### Power grid, run 1

Drawn at 4 px/um. Pins as bars on the die edge.
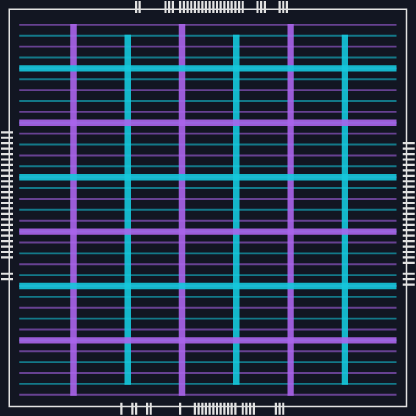
### The clock network, run 1

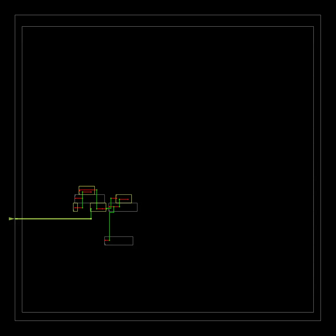
### Metal layers overlaid, run 1

Drawn at 4 px/um.
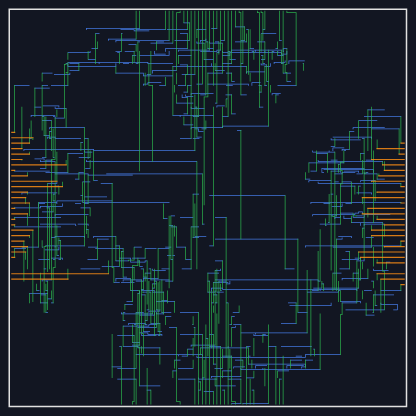
## config.mk

```make
export PLATFORM = sky130hd
export DESIGN_NAME = mux2_bus_arbiter
export DESIGN_NICKNAME = d
export VERILOG_FILES = /design/src/rtl/mux2_bus_arbiter.sv
export SDC_FILE = /design/constraint.sdc
export NUM_CORES = 1
export LEC_CHECK = 0
export ABC_AREA = 1
export CELL_PAD_IN_SITES_DETAIL_PLACEMENT = 1
export CELL_PAD_IN_SITES_GLOBAL_PLACEMENT = 2
export CORE_MARGIN = 2
export CORE_UTILIZATION = 10
export CTS_BUF_LIST = sky130_fd_sc_hd__clkbuf_8 sky130_fd_sc_hd__clkbuf_16
export DETAILED_ROUTE_END_ITERATION = 10
export PLACE_DENSITY = 0.84
export REMOVE_ABC_BUFFERS = 1
export SLEW_MARGIN = 10
export SYNTH_ARGS = -nofsm -noshare
export SYNTH_HDL_FRONTEND = slang
export SYNTH_HIERARCHICAL = 1
export SYNTH_SLANG_ARGS = --single-unit
```

## constraint.sdc

```tcl
create_clock -name clk -period 1.4 [get_ports clk]
set_input_delay 0.21 -clock clk [delete_from_list [all_inputs] [get_ports clk]]
set_output_delay 0.21 -clock clk [all_outputs]
set_load 0.02 [all_outputs]
```

## src/rtl/mux2_bus_arbiter.sv

```systemverilog
// mux2_bus_arbiter: two-requester round-robin arbiter steering a shared mux_2NtoN datapath.
// Optional burst locking is compiled in with `define ARB_LOCK_EN.
module mux_2NtoN #(
    parameter int N = 32
) (
    input  logic [N-1:0] a_i,
    input  logic [N-1:0] b_i,
    input  logic         s_i,
    input  logic         enable_i,
    output logic [N-1:0] o_o
);
    assign o_o = enable_i ? (s_i ? b_i : a_i) : '0;
endmodule

module mux2_bus_arbiter #(
    parameter int N = 32
`ifdef ARB_LOCK_EN
    , parameter int MAX_LOCK = 4
`endif
) (
    input  logic         clk,
    input  logic         rst,
    input  logic         req0,
    input  logic         req1,
    input  logic [N-1:0] data0,
    input  logic [N-1:0] data1,
`ifdef ARB_LOCK_EN
    input  logic         lock0,
    input  logic         lock1,
`endif
    output logic         gnt0,
    output logic         gnt1,
    output logic         mux_s,
    output logic         mux_enable,
    output logic [N-1:0] out_data,
    output logic         out_valid,
    input  logic         out_ready
);
    typedef enum logic [1:0] {IDLE, GNT0, GNT1} state_t;

    state_t state_q, state_d;
    logic   last_q, last_d;
    logic   granted, cur, req_cur, req_oth, xfer;

`ifdef ARB_LOCK_EN
    localparam int LW = $clog2(MAX_LOCK + 1);
    logic [LW-1:0] lock_cnt_q, lock_cnt_d;
    logic          hold_lock;
`endif

    always_comb begin
        granted = state_q != IDLE;
        cur     = state_q == GNT1;
        req_cur = cur ? req1 : req0;
        req_oth = cur ? req0 : req1;
        xfer    = granted & out_ready;
        state_d = state_q;
        last_d  = last_q;
`ifdef ARB_LOCK_EN
        hold_lock = xfer & (cur ? lock1 : lock0) & (lock_cnt_q < LW'(MAX_LOCK - 1));
`endif
        if (!granted)
            state_d = (req0 & req1) ? (last_q ? GNT0 : GNT1) : req0 ? GNT0 : req1 ? GNT1 : IDLE;
        else if (xfer) begin
            last_d  = cur;
            state_d = req_oth ? (cur ? GNT0 : GNT1) : req_cur ? state_q : IDLE;
`ifdef ARB_LOCK_EN
            if (hold_lock)
                state_d = state_q;
`endif
        end else if (!req_cur)
            state_d = IDLE;
`ifdef ARB_LOCK_EN
        lock_cnt_d = (state_d != state_q) ? '0 : hold_lock ? lock_cnt_q + 1'b1 : lock_cnt_q;
`endif
    end

    // last resets to 1 so requester 0 wins the first tie
    always_ff @(posedge clk or posedge rst) begin
        if (rst) begin
            state_q <= IDLE;
            last_q  <= 1'b1;
        end else begin
            state_q <= state_d;
            last_q  <= last_d;
        end
    end

`ifdef ARB_LOCK_EN
    always_ff @(posedge clk or posedge rst) begin
        if (rst)
            lock_cnt_q <= '0;
        else
            lock_cnt_q <= lock_cnt_d;
    end
`endif

    assign gnt0       = state_q == GNT0;
    assign gnt1       = state_q == GNT1;
    assign mux_s      = gnt1;
    assign mux_enable = granted;
    assign out_valid  = granted;

    mux_2NtoN #(.N(N)) u_mux (
        .a_i      (data0),
        .b_i      (data1),
        .s_i      (mux_s),
        .enable_i (mux_enable),
        .o_o      (out_data)
    );
endmodule
```

==> GITHUB_STEP_SUMMARY, run 1 <==
### Yosys + OpenROAD results

| Metric | Value |
|---|---|
| P per Cell Area | `between 2000 and 2500 mW/mm^2` |
| Logic area | `723 um^2` |
| Critical R2R Launch | `state_q[1]` |
| Rel. slew slack | `0.876` |
| Register area | `about 76 um^2` |
| Combinational power | `4870 uW` |
| Final setup TNS | `-6420 ps` |
| Avg Inst Size Synth | `about 4.5 um^2` |
| Gr busiest metal | `met2` |
| Seq. pwr | `roughly 190 uW` |
| Adder-Cell Fraction of Synth Area | `0` |
| Synthesized instance count | `around 200` |
| Worst EP required | `approximately 1200 ps` |
| Most flop-heavy register | `state_q` |
| Critical Path Sink | `out_data[24]` |
| Synth warn | `6` |
| Post-synth ARST share | `1.00` |
| Placed Area | `between 0.002 and 0.0025 mm^2` |
| TritonCTS buffer count | `3` |
| Total stage count of the critical path | `6` |
| Largest register FFs | `2` |
| Non-clock buffer share | `0.543` |
| Total grt overflow | `0` |
| CTS tree | `done` |
| Worst Clk Skew | `around 1.4 ps` |
| Cell chain of the critical path | `nor2_4 -> buf_8 -> buf_12 -> nor2_1 -> nor2_1 -> buf_4` |
| PnR worst setup slack | `-226 ps` |
| Min-delay worst type | `in -> async` |
| Port bufs | `approximately 110` |
| Die ar. | `just under 0.01 mm^2` |
| Failing checks | `negative setup slack` |
| CTS Hold Buffers Added | `0` |
| Remaining DRCs | `0` |
| Post-synth area hogs | `nand2_1 30%, nor2_1 28%, inv_1 15%` |
| Synth cell types | `15` |
| RR Endpoint | `state_q[1]` |
| Switching Share | `0.488` |
| Final ANT Viol Nets | `0` |
| Area fraction in xor and xnor cells | `0` |
| Unrepaired setup endpoints after global routing | `yes` |
| Routed length on met2 | `around 2700 um` |
| Number of cells after detailed placement | `411` |
| Worst R2R Path Depth | `6` |
| First-pass GRT wire length | `7130 um` |
| Area growth, synth to finish | `172%` |
| Layout cells sized above 1 | `0.326` |
| Commonest Layout Cell | `clkdlybuf4s50_1` |
| Commonest cells in the synthesized netlist | `71 x nand2_1, 66 x nor2_1, 37 x inv_1` |
| Worst-margin pin slew | `between 150 and 200 ps` |
| Met1 WL | `1860 um` |
| H-tree lvl count | `1` |
| Net Sw Power | `approximately 2600 uW` |
| Synthesis area per yosys | `about 900 um^2` |
| Crit path max-delay cell type | `dfrtp_1` |
| Post-synth seq share | `0.0847` |
| R2R setup slack | `310 ps` |
| Tcrit/Tclk final | `1.16` |
| Fillers | `~1,100` |
| Core Area | `about 0.0087 mm^2` |
| Crit path top cell by count | `nor2_1` |
| Inverter count | `38` |
| Overall power | `5290 uW` |
| Cell type with the largest total area after synthesis | `nand2_1` |
| Final core occ | `0.281` |
| Pre-CTS setup slack | `-422 ps` |
| FP Core Util | `0.103` |
| Most common cell in the synthesized netlist | `nand2_1` |
| Clk pwr share | `0.045` |
| Final setup vio count | `36` |
| Status | `complete, but fails checks` |
| Post-route minimum period | `between 1500 and 2000 ps` |
| Initial antenna violation count | `0` |
| Commonest non-fill, non-tap cells in the layout | `68 x clkdlybuf4s50_1, 50 x nor2_1, 49 x nand2_1` |
| Late-Pin Clk Latency | `210 ps` |
| Ant. Diodes | `0` |
| Final hold violation count | `0` |
| Max-slew violations | `0` |
| Buffers, non-clock | `roughly 130` |
| Delay-heaviest family, CP | `buffers and inverters` |
| Worst hold slack | `between 150 and 200 ps` |
| Clock root cell | `clkbuf_8` |
| Post-DP HPWL | `about 3400 um` |
| CTS resizes | `~200` |
| Met1 GRT Util | `0.0980` |
| Final Non-Filler Cells | `~430` |
| Fraction of area in registers | `0.0311` |
| Comb gates | `between 100 and 150` |
| Synth logic family | `simple AND/OR/NAND/NOR gates` |
| Mapped Area | `901 um^2` |
| Cell internal pwr | `around 2700 uW` |
| Clock group | `between 200 and 250 uW` |
| Sequential power share | `0.035` |
| Cells in synth_stat.txt | `about 200` |
| Leakage | `approximately 0.0013 uW` |
| CP Max Fanout | `8` |
| WS Path Type | `reg -> out` |
| First-pass iteration count of the detailed router | `4` |
| Comb area share | `0.295` |
| Fin nets | `approximately 390` |
| Leading cell kind | `non-clock buffers` |
| Mux frac, synth | `0` |
| Flops after synth | `3` |
| Met3 WL post-DR | `294 um` |
| Setup crit end kind | `output pin` |
| Yosys top cell area share | `0.296` |
| Clk slew on worst S/H paths | `30 ps` |
| Log Warnings | `27` |
| 1st-iter DRT viols | `16` |
| Largest net degree at the start of global routing | `26` |
| Global routing usage on met2 | `0.174` |
| Vias per cell | `around 3.7` |
| Max Freq | `0.615 GHz` |
| Ao+oa area frac | `0.0292` |
| Number of global-route vias before repair | `about 1,500` |
| DIE WIDTH | `98.9 um` |
| Power share of the combinational group | `0.920` |
| Seq_cells | `3` |
| Uppermost routed layer | `met3` |
| EDFF count, synth | `0` |
| Simple share | `0.607` |
| Biggest consumer | `combinational cells` |
| Primary FF master, synth | `dfrtp_1` |
| Final instance area | `0.00245 mm^2` |
| Max-cap violations | `0` |
| TAP cells | `108` |
| Num rows | `34` |
| Met3 Track Usage GR | `0.0156` |
| Routability cong. | `roughly 0.73` |
| Bufs and invs on worst path | `3` |
| Clock Path Buffers | `2` |
| Ports | `about 110` |
| Largest registers | `state_q x2, last_q x1` |
| CP arrival | `between 1000 and 1500 ps` |
| Clock tree cell share of total cell area | `0.0183` |
| CP Launch Point | `state_q[0]` |
| Post-CTS Setup Bufs | `4` |
| Setup crit start kind | `register` |
| Critical Path Max Stage Delay | `420 ps` |
About 'Power grid':
| colour | net |
|---|---|
| cyan | VDD |
| purple | VSS |
met1 rails: 35
rows: 34
met5 straps: 6
die y size: 98.9 um
Peak VDD IR: 0.798 mV

About 'The clock network':
CLK BUF: 3
CTS Sinks: 3

About 'Metal layers overlaid':
| colour | layer | wire length |
|---|---|---|
| blue | M1 | 1,860 um |
| orange | M3 | 294 um |
| green | M2 | 2,700 um |
vias: 1,576
Total GRT Usage: 0.0869
drt wl/cell: 11.4 um
Post-Route WL: 4850 um

==> run 2: changes to the inputs <==
--- a/config.mk
+++ b/config.mk
@@ -14,7 +14,6 @@
 export DETAILED_ROUTE_END_ITERATION = 10
 export PLACE_DENSITY = 0.84
 export REMOVE_ABC_BUFFERS = 1
-export SLEW_MARGIN = 10
 export SYNTH_ARGS = -nofsm -noshare
 export SYNTH_HDL_FRONTEND = slang
 export SYNTH_HIERARCHICAL = 1
==> GITHUB_STEP_SUMMARY, run 2 <==
### Yosys + OpenROAD results

| Metric | Value |
|---|---|
| Post-Route WL | `just under 5000 um` |
| Rel. slew slack | `0.876` |
| TAP cells | `approximately 110` |
| Post-synth ARST share | `1.00` |
| CP arrival | `~1400 ps` |
| Comb gates | `147` |
| Cell type with the largest total area after synthesis | `nand2_1` |
| Flops after synth | `3` |
| Delay-heaviest family, CP | `buffers and inverters` |
| Biggest consumer | `combinational cells` |
| Fillers | `1,077` |
| Die ar. | `around 0.0098 mm^2` |
| Max Freq | `around 0.6 GHz` |
| Commonest cells in the synthesized netlist | `71 x nand2_1, 66 x nor2_1, 37 x inv_1` |
| Worst EP required | `around 1200 ps` |
| 1st-iter DRT viols | `16` |
| Total grt overflow | `0` |
| CLK BUF | `3` |
| Switching Share | `0.488` |
| Clock root cell | `clkbuf_8` |
| Buffers, non-clock | `~130` |
| Layout cells sized above 1 | `0.326` |
| Sequential power share | `0.035` |
| Setup crit end kind | `output pin` |
| Setup crit start kind | `register` |
| Pre-CTS setup slack | `-422 ps` |
| Worst R2R Path Depth | `6` |
| EDFF count, synth | `0` |
| Leading cell kind | `non-clock buffers` |
| Fin nets | `389` |
| First-pass iteration count of the detailed router | `4` |
| Drt wl/cell | `11.4 um` |
| Inverter count | `38` |
| PnR worst setup slack | `-226 ps` |
| Clk pwr share | `0.045` |
| Ao+oa area frac | `0.0292` |
| Min-delay worst type | `in -> async` |
| Logic area | `~720 um^2` |
| Peak VDD IR | `0.798 mV` |
| Bufs and invs on worst path | `3` |
| Synth cell types | `15` |
| Crit path top cell by count | `nor2_1` |
| Number of cells after detailed placement | `between 400 and 500` |
| Post-DP HPWL | `about 3400 um` |
| Overall power | `about 5300 uW` |
| Final core occ | `0.281` |
| Critical R2R Launch | `state_q[1]` |
| Final instance area | `approximately 0.0025 mm^2` |
| Max-cap violations | `0` |
| Critical Path Sink | `out_data[24]` |
| Synthesis area per yosys | `roughly 900 um^2` |
| Max-slew violations | `0` |
| Final hold violation count | `0` |
| CTS Hold Buffers Added | `0` |
| Vias per cell | `approximately 3.7` |
| Gr busiest metal | `met2` |
| Post-synth seq share | `0.0847` |
| Seq. pwr | `roughly 190 uW` |
| Commonest non-fill, non-tap cells in the layout | `68 x clkdlybuf4s50_1, 50 x nor2_1, 49 x nand2_1` |
| Vias | `1,576` |
| WS Path Type | `reg -> out` |
| Met3 Track Usage GR | `0.0156` |
| CP Launch Point | `state_q[0]` |
| Most flop-heavy register | `state_q` |
| Status | `complete, but fails checks` |
| Clock Path Buffers | `2` |
| Final setup TNS | `-6420 ps` |
| Post-route minimum period | `around 1600 ps` |
| Mapped Area | `roughly 900 um^2` |
| H-tree lvl count | `1` |
| Cell chain of the critical path | `nor2_4 -> buf_8 -> buf_12 -> nor2_1 -> nor2_1 -> buf_4` |
| First-pass GRT wire length | `roughly 7100 um` |
| Power share of the combinational group | `0.920` |
| Failing checks | `negative setup slack` |
| Tcrit/Tclk final | `1.16` |
| Comb area share | `0.295` |
| Non-clock buffer share | `0.543` |
| Routed length on met2 | `2700 um` |
| Post-synth area hogs | `nand2_1 30%, nor2_1 28%, inv_1 15%` |
| Commonest Layout Cell | `clkdlybuf4s50_1` |
| Global routing usage on met2 | `0.174` |
| Clk slew on worst S/H paths | `around 30 ps` |
| Avg Inst Size Synth | `~4.5 um^2` |
| Fraction of area in registers | `0.0311` |
| Final setup vio count | `36` |
| Cell internal pwr | `around 2700 uW` |
| Most common cell in the synthesized netlist | `nand2_1` |
| Combinational power | `just under 5000 uW` |
| CP Max Fanout | `8` |
| R2R setup slack | `310 ps` |
| Num rows | `34` |
| Clock tree cell share of total cell area | `0.0183` |
| Yosys top cell area share | `0.296` |
| Ports | `between 100 and 150` |
| Synth logic family | `simple AND/OR/NAND/NOR gates` |
| Largest register FFs | `2` |
| P per Cell Area | `2160 mW/mm^2` |
| CTS resizes | `a little under 200` |
| Uppermost routed layer | `met3` |
| Final Non-Filler Cells | `about 430` |
| Ant. Diodes | `0` |
| Crit path max-delay cell type | `dfrtp_1` |
| Register area | `approximately 76 um^2` |
| CTS tree | `done` |
| Routability cong. | `0.726` |
| CTS Sinks | `3` |
| Total stage count of the critical path | `6` |
| Post-CTS Setup Bufs | `4` |
| Placed Area | `~0.0021 mm^2` |
| Adder-Cell Fraction of Synth Area | `0` |
| Net Sw Power | `2580 uW` |
| Port bufs | `105` |
| Total GRT Usage | `0.0869` |
| Initial antenna violation count | `0` |
| Final ANT Viol Nets | `0` |
| Mux frac, synth | `0` |
| Synth warn | `6` |
| Unrepaired setup endpoints after global routing | `yes` |
| Worst hold slack | `between 150 and 200 ps` |
| Cells in synth_stat.txt | `roughly 200` |
| Met1 WL | `1860 um` |
| Remaining DRCs | `0` |
| Largest registers | `state_q x2, last_q x1` |
| Area fraction in xor and xnor cells | `0` |
| Met1 GRT Util | `0.0980` |
| Log Warnings | `27` |
| Number of global-route vias before repair | `~1,500` |
| FP Core Util | `0.103` |
| Synthesized instance count | `200` |
| Simple share | `0.607` |
| Worst-margin pin slew | `around 180 ps` |
| Met3 WL post-DR | `~290 um` |
| Primary FF master, synth | `dfrtp_1` |
| Area growth, synth to finish | `172%` |
| Critical Path Max Stage Delay | `420 ps` |
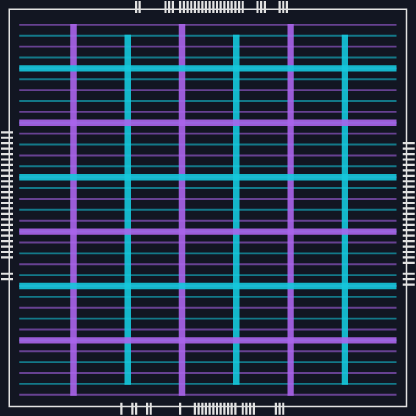
*Power grid, run 2*
Drawn at 4 px/um. Pins as bars on the die edge.
| colour | net |
|---|---|
| cyan | VDD |
| purple | VSS |
rows: 34
signal pins: 106
DIE WIDTH: 98.9 um
Core Area: 0.00872 mm^2

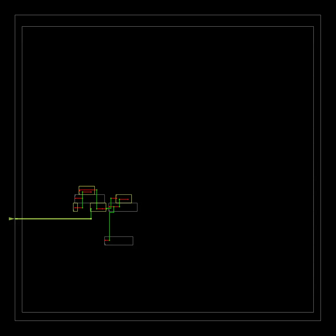
*The clock network, run 2*
Late-Pin Clk Latency: 210 ps
seq_cells: 3
TritonCTS buffer count: 3
Clock group: 240 uW
Worst Clk Skew: 1.39 ps

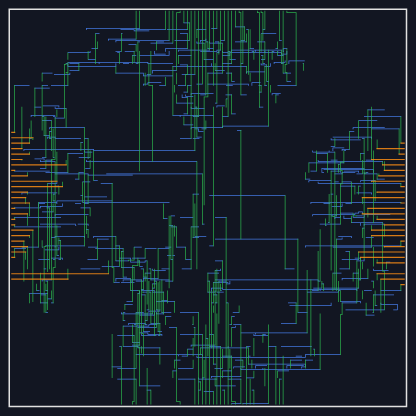
*Metal layers overlaid, run 2*
Drawn at 4 px/um.
| colour | layer | wire length |
|---|---|---|
| green | M2 | 2,700 um |
| orange | M3 | 294 um |
| blue | M1 | 1,860 um |

==> run 3: changes to the inputs <==
--- a/config.mk
+++ b/config.mk
@@ -11,6 +11,7 @@
 export CORE_MARGIN = 2
 export CORE_UTILIZATION = 10
 export CTS_BUF_LIST = sky130_fd_sc_hd__clkbuf_8 sky130_fd_sc_hd__clkbuf_16
+export CTS_CLUSTER_SIZE = 24
 export DETAILED_ROUTE_END_ITERATION = 10
 export PLACE_DENSITY = 0.84
 export REMOVE_ABC_BUFFERS = 1
==> GITHUB_STEP_SUMMARY, run 3 <==
### Yosys + OpenROAD results

| Metric | Value |
|---|---|
| Die ar. | `0.00978 mm^2` |
| Final instance area | `0.00245 mm^2` |
| Cell type with the largest total area after synthesis | `nand2_1` |
| Unrepaired setup endpoints after global routing | `yes` |
| TritonCTS buffer count | `3` |
| RR Endpoint | `state_q[1]` |
| Gr busiest metal | `met2` |
| Late-Pin Clk Latency | `between 200 and 250 ps` |
| Inverter count | `38` |
| Worst EP required | `1190 ps` |
| Final hold violation count | `0` |
| Total GRT Usage | `0.0869` |
| Met1 WL | `about 1900 um` |
| Synth cell types | `15` |
| Register area | `~76 um^2` |
| Routability cong. | `between 0.7 and 0.8` |
| Clk pwr share | `0.045` |
| Switching Share | `0.488` |
| Synth logic family | `simple AND/OR/NAND/NOR gates` |
| Post-synth ARST share | `1.00` |
| Biggest consumer | `combinational cells` |
| Synthesis area per yosys | `about 900 um^2` |
| Delay-heaviest family, CP | `buffers and inverters` |
| Net Sw Power | `approximately 2600 uW` |
| Clock Path Buffers | `2` |
| Most flop-heavy register | `state_q` |
| Ao+oa area frac | `0.0292` |
| CP arrival | `between 1000 and 1500 ps` |
| Number of cells after detailed placement | `around 400` |
| First-pass iteration count of the detailed router | `4` |
| WS Path Type | `reg -> out` |
| Critical R2R Launch | `state_q[1]` |
| Mux frac, synth | `0` |
| Log Warnings | `27` |
| Tcrit/Tclk final | `1.16` |
| Largest register FFs | `2` |
| CTS Hold Buffers Added | `0` |
| Cell chain of the critical path | `nor2_4 -> buf_8 -> buf_12 -> nor2_1 -> nor2_1 -> buf_4` |
| Post-synth area hogs | `nand2_1 30%, nor2_1 28%, inv_1 15%` |
| Fraction of area in registers | `0.0311` |
| Max Freq | `0.615 GHz` |
| Routed length on met2 | `between 2000 and 3000 um` |
| Seq_cells | `3` |
| Total grt overflow | `0` |
| Final ANT Viol Nets | `0` |
| Buffers, non-clock | `about 130` |
| Critical Path Max Stage Delay | `420 ps` |
| Worst hold slack | `between 150 and 200 ps` |
| Global routing usage on met2 | `0.174` |
| Flops after synth | `3` |
| First-pass GRT wire length | `around 7100 um` |
| Rel. slew slack | `0.876` |
| Cells in synth_stat.txt | `approximately 200` |
| Largest registers | `state_q x2, last_q x1` |
| Overall power | `~5300 uW` |
| Remaining DRCs | `0` |
| Vias | `1,576` |
| Combinational power | `approximately 5000 uW` |
| Min-delay worst type | `in -> async` |
| Logic area | `723 um^2` |
| CTS resizes | `slightly below 200` |
| Met3 Track Usage GR | `0.0156` |
| Non-clock buffer share | `0.543` |
| Post-DP HPWL | `approximately 3400 um` |
| Status | `complete, but fails checks` |
| Comb gates | `around 150` |
| Post-route minimum period | `roughly 1600 ps` |
| Leakage | `approximately 0.0013 uW` |
| CP Max Fanout | `8` |
| Sequential power share | `0.035` |
| Clock tree cell share of total cell area | `0.0183` |
| Simple share | `0.607` |
| CTS Sinks | `3` |
| Mapped Area | `approximately 900 um^2` |
| H-tree lvl count | `1` |
| Pre-CTS setup slack | `-422 ps` |
| Initial antenna violation count | `0` |
| Yosys top cell area share | `0.296` |
| Total stage count of the critical path | `6` |
| Fin nets | `389` |
| Worst-margin pin slew | `about 180 ps` |
| Worst Clk Skew | `1.39 ps` |
| DIE WIDTH | `approximately 99 um` |
| Failing checks | `negative setup slack` |
| Primary FF master, synth | `dfrtp_1` |
| Setup crit start kind | `register` |
| Fillers | `between 1,000 and 1,500` |
| Clock group | `240 uW` |
| Seq. pwr | `185 uW` |
| Core Area | `roughly 0.0087 mm^2` |
| P per Cell Area | `2160 mW/mm^2` |
| Leading cell kind | `non-clock buffers` |
| Met1 GRT Util | `0.0980` |
| Post-CTS Setup Bufs | `4` |
| Adder-Cell Fraction of Synth Area | `0` |
| Ant. Diodes | `0` |
| Crit path max-delay cell type | `dfrtp_1` |
| Vias per cell | `roughly 3.7` |
| Post-Route WL | `approximately 4900 um` |
| EDFF count, synth | `0` |
| Max-cap violations | `0` |
| PnR worst setup slack | `-226 ps` |
| Power share of the combinational group | `0.920` |
| Final setup vio count | `36` |
| CP Launch Point | `state_q[0]` |
| Crit path top cell by count | `nor2_1` |
| Die y size | `just under 100 um` |
| Clock root cell | `clkbuf_8` |
| Max-slew violations | `0` |
| Setup crit end kind | `output pin` |
| TAP cells | `about 110` |
| Synth warn | `6` |
| R2R setup slack | `about 310 ps` |
| Synthesized instance count | `200` |
| Post-synth seq share | `0.0847` |
| Cell internal pwr | `approximately 2700 uW` |
| Layout cells sized above 1 | `0.326` |
| Port bufs | `~110` |
| Clk slew on worst S/H paths | `30 ps` |
| Final core occ | `0.281` |
| Critical Path Sink | `out_data[24]` |
| Largest net degree at the start of global routing | `26` |
| Commonest non-fill, non-tap cells in the layout | `68 x clkdlybuf4s50_1, 50 x nor2_1, 49 x nand2_1` |
| Peak VDD IR | `about 0.80 mV` |
| Bufs and invs on worst path | `3` |
| Drt wl/cell | `11.4 um` |
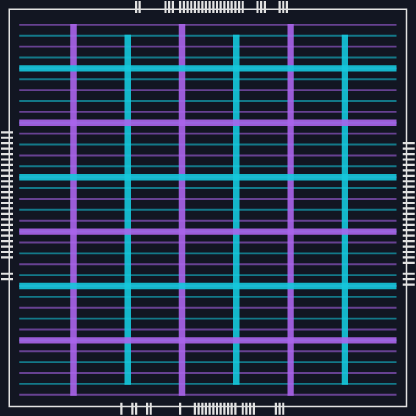
*Power grid, run 3*
Drawn at 4 px/um. Pins as bars on the die edge.
| colour | net |
|---|---|
| cyan | VDD |
| purple | VSS |
met1 rails: 35
rows: 34
signal pins: 106
met4 straps: 6

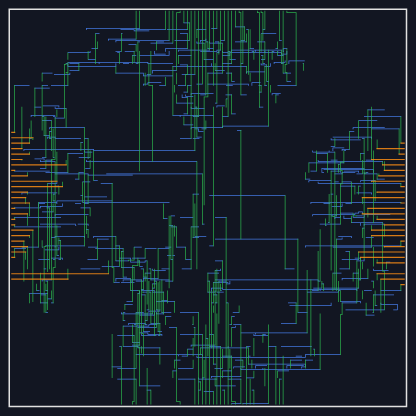
*Metal layers overlaid, run 3*
Drawn at 4 px/um.

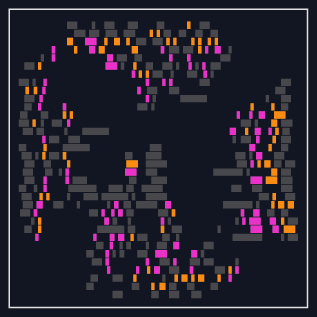
*Logic cells by family, run 3*
Drawn at 3 px/um.
| colour | family | cells | where |
|---|---|---|---|
| magenta | nand cells | 77 | spread over the die |
| orange | nor cells | 66 | spread over the die |
Commonest Layout Cell: clkdlybuf4s50_1
Comb area share: 0.295
Final Non-Filler Cells: 427

Power and IR drop assume default switching activity.
